**The metal 4 layer**

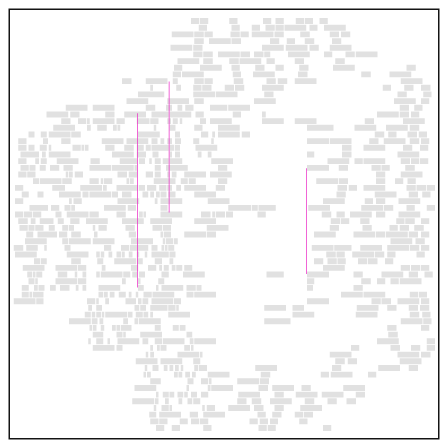
**Routing congestion**

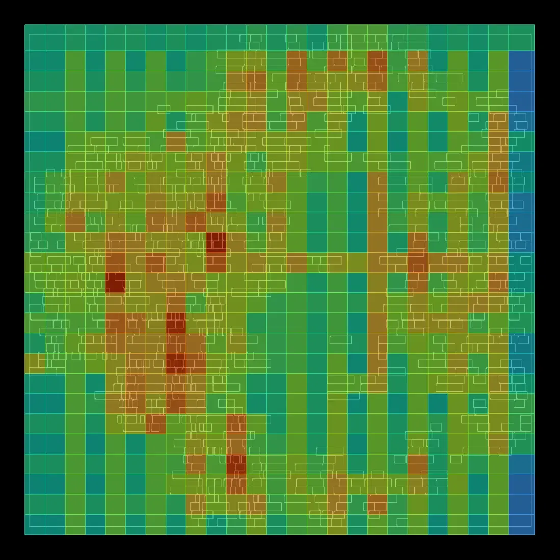
==> config.mk <==
export PLATFORM = sky130hd
export DESIGN_NAME = dbram_stream_reader
export DESIGN_NICKNAME = d
export VERILOG_FILES = /design/src/rtl/dbram_pkg.sv /design/src/rtl/dbram_skid_fifo2.sv /design/src/rtl/dbram_stream_reader.sv
export SDC_FILE = /design/constraint.sdc
export NUM_CORES = 1
export LEC_CHECK = 0
export CORE_UTILIZATION = 25
export DETAILED_ROUTE_END_ITERATION = 6
export PLACE_DENSITY_LB_ADDON = 0.3
export SETUP_SLACK_MARGIN = 0.05
export SLEW_MARGIN = 20
export SYNTH_ARGS = -nofsm -noshare
export SYNTH_HDL_FRONTEND = slang
export SYNTH_SLANG_ARGS = --single-unit
==> constraint.sdc <==
create_clock -name i_clk -period 3.1 [get_ports i_clk]
set_input_delay 0.93 -clock i_clk [delete_from_list [all_inputs] [get_ports i_clk]]
set_output_delay 0.93 -clock i_clk [all_outputs]
set_load 0.02 [all_outputs]
==> GITHUB_STEP_SUMMARY <==
## Synthesis and layout report

| Metric | Value |
|---|---|
| Status | finished, violations left |
| Failing checks | setup timing |
| Crit path depth | 8 |
| Cts hold-fix bufs | 0 |
| Chip area | approximately 30,000 um2 |
| Ys async rst share | 1.00 |
| Ys cells | between 600 and 700 |
| Largest family of logic cells by area | multiplexers |
| Diode count | 0 |
| Seq. pwr | 3360 uW |
| Max layer used | met4 |
| Gp weighted congestion | ~0.76 |
| Worst vdd ir | between 0.5 and 0.6 mV |
| Area share of buffers outside the clock network | 0.175 |
| Final cell count without fillers | 1,129 |
| Worst reg2reg path depth | 16 |
| Clock-cell share | 0.0613 |
| HPWL after DPL | around 12 mm |
| Worst path arrival time | ~2300 ps |
| Clkbuf count | 19 |
| Worst Setup Path Type | in -> out |
| Fmax | about 310 MHz |
| PD cells | 1060 nW/um2 |
| Overflow after GRT | 0 |
| Clock tree buffer depth | 2 |
| # clock sinks | ~150 |
| Cell type with the largest total area | dfrtp_1 |
| Delay-heaviest family, CP | adder cells |
| WL/cell | between 15 and 20 um |
| Tmin final | 3240 ps |
| Logic share of the area | 0.328 |
| Setup slack after layout | -141 ps |
| Sequential Power Share | 0.317 |
| Dpl ws | -1060 ps |
| Cells after synthesis | approximately 600 |
| Most numerous logic cell after layout | dfrtp_1 |
| Reg2Reg Setup Slack | 150 ps |
| Min-delay worst type | reg -> reg |
| Fp_density | 0.256 |
| Initial antenna violation count | 0 |
| Layout cells sized above 1 | 0.372 |
| Number of non-clock buffers | 175 |
| Log Warnings | 30 |
| Combinational share of power | 0.477 |
| Clock Power | approximately 2200 uW |
| Core footprint | 29,000 um2 |
| Grt met2 use | 0.193 |
| Worst slew pin tran | around 700 ps |
| Max reg flops | 84 |
| FILL cells | 2,930 |
| Final setup TNS | -141 ps |
| First-pass GRT wire length | roughly 28 mm |
| Kind of start point of the critical path | input port |
| Post-route DRC | 0 |
| Crit path cell chain | buf_6 -> and2_4 -> ha_4 -> nand2b_4 -> fa_2 -> nand3_2 -> inv_2 -> buf_6 |
| Yosys simple share | 0.0721 |
| CTS H-tree lvls | 4 |
| Post-synth regs | between 150 and 200 |
| Finish-stage setup viols | 1 |
| Placed insts | roughly 1,100 |
| Leading cell kind | sequential cells |
| Ao+oa area frac | 0.0678 |
| I/O Buffers | 116 |
| Sequential share of cell area | 0.382 |
| Fin Clk Skew | between 15 and 20 ps |
| Final Net Count | between 700 and 800 |
| YS chip area | around 7400 um2 |
| Seq/Total Area, Yosys | 0.511 |
| Comb pwr | between 5000 and 6000 uW |
| Met2 Wirelength | between 8 and 9 mm |
| Final hold violation count | 0 |
| Starting DRT DRC Count | roughly 230 |
| Period utilization | 1.05 |
| Wire length on met1 | about 8.2 mm |
| Max-cap violations | 0 |
| Hold_ws | ~460 ps |
| Antenna Nets Post-Route | 0 |
| FF+latch area | approximately 3800 um2 |
Back to the opening pictures, 'the metal 4 layer':
share of all routed wire: 0.96%
longest straight run: 70.7 um
main direction: vertical
routed wire length: 17.3 mm
vias: 4,968

Back to the opening pictures, 'routing congestion':
Final Core Density: 0.343
M1 GR Usage: 0.161
grt met3 use: 0.0260

Power figures rest on the tool's default switching activity, not on a simulated workload.
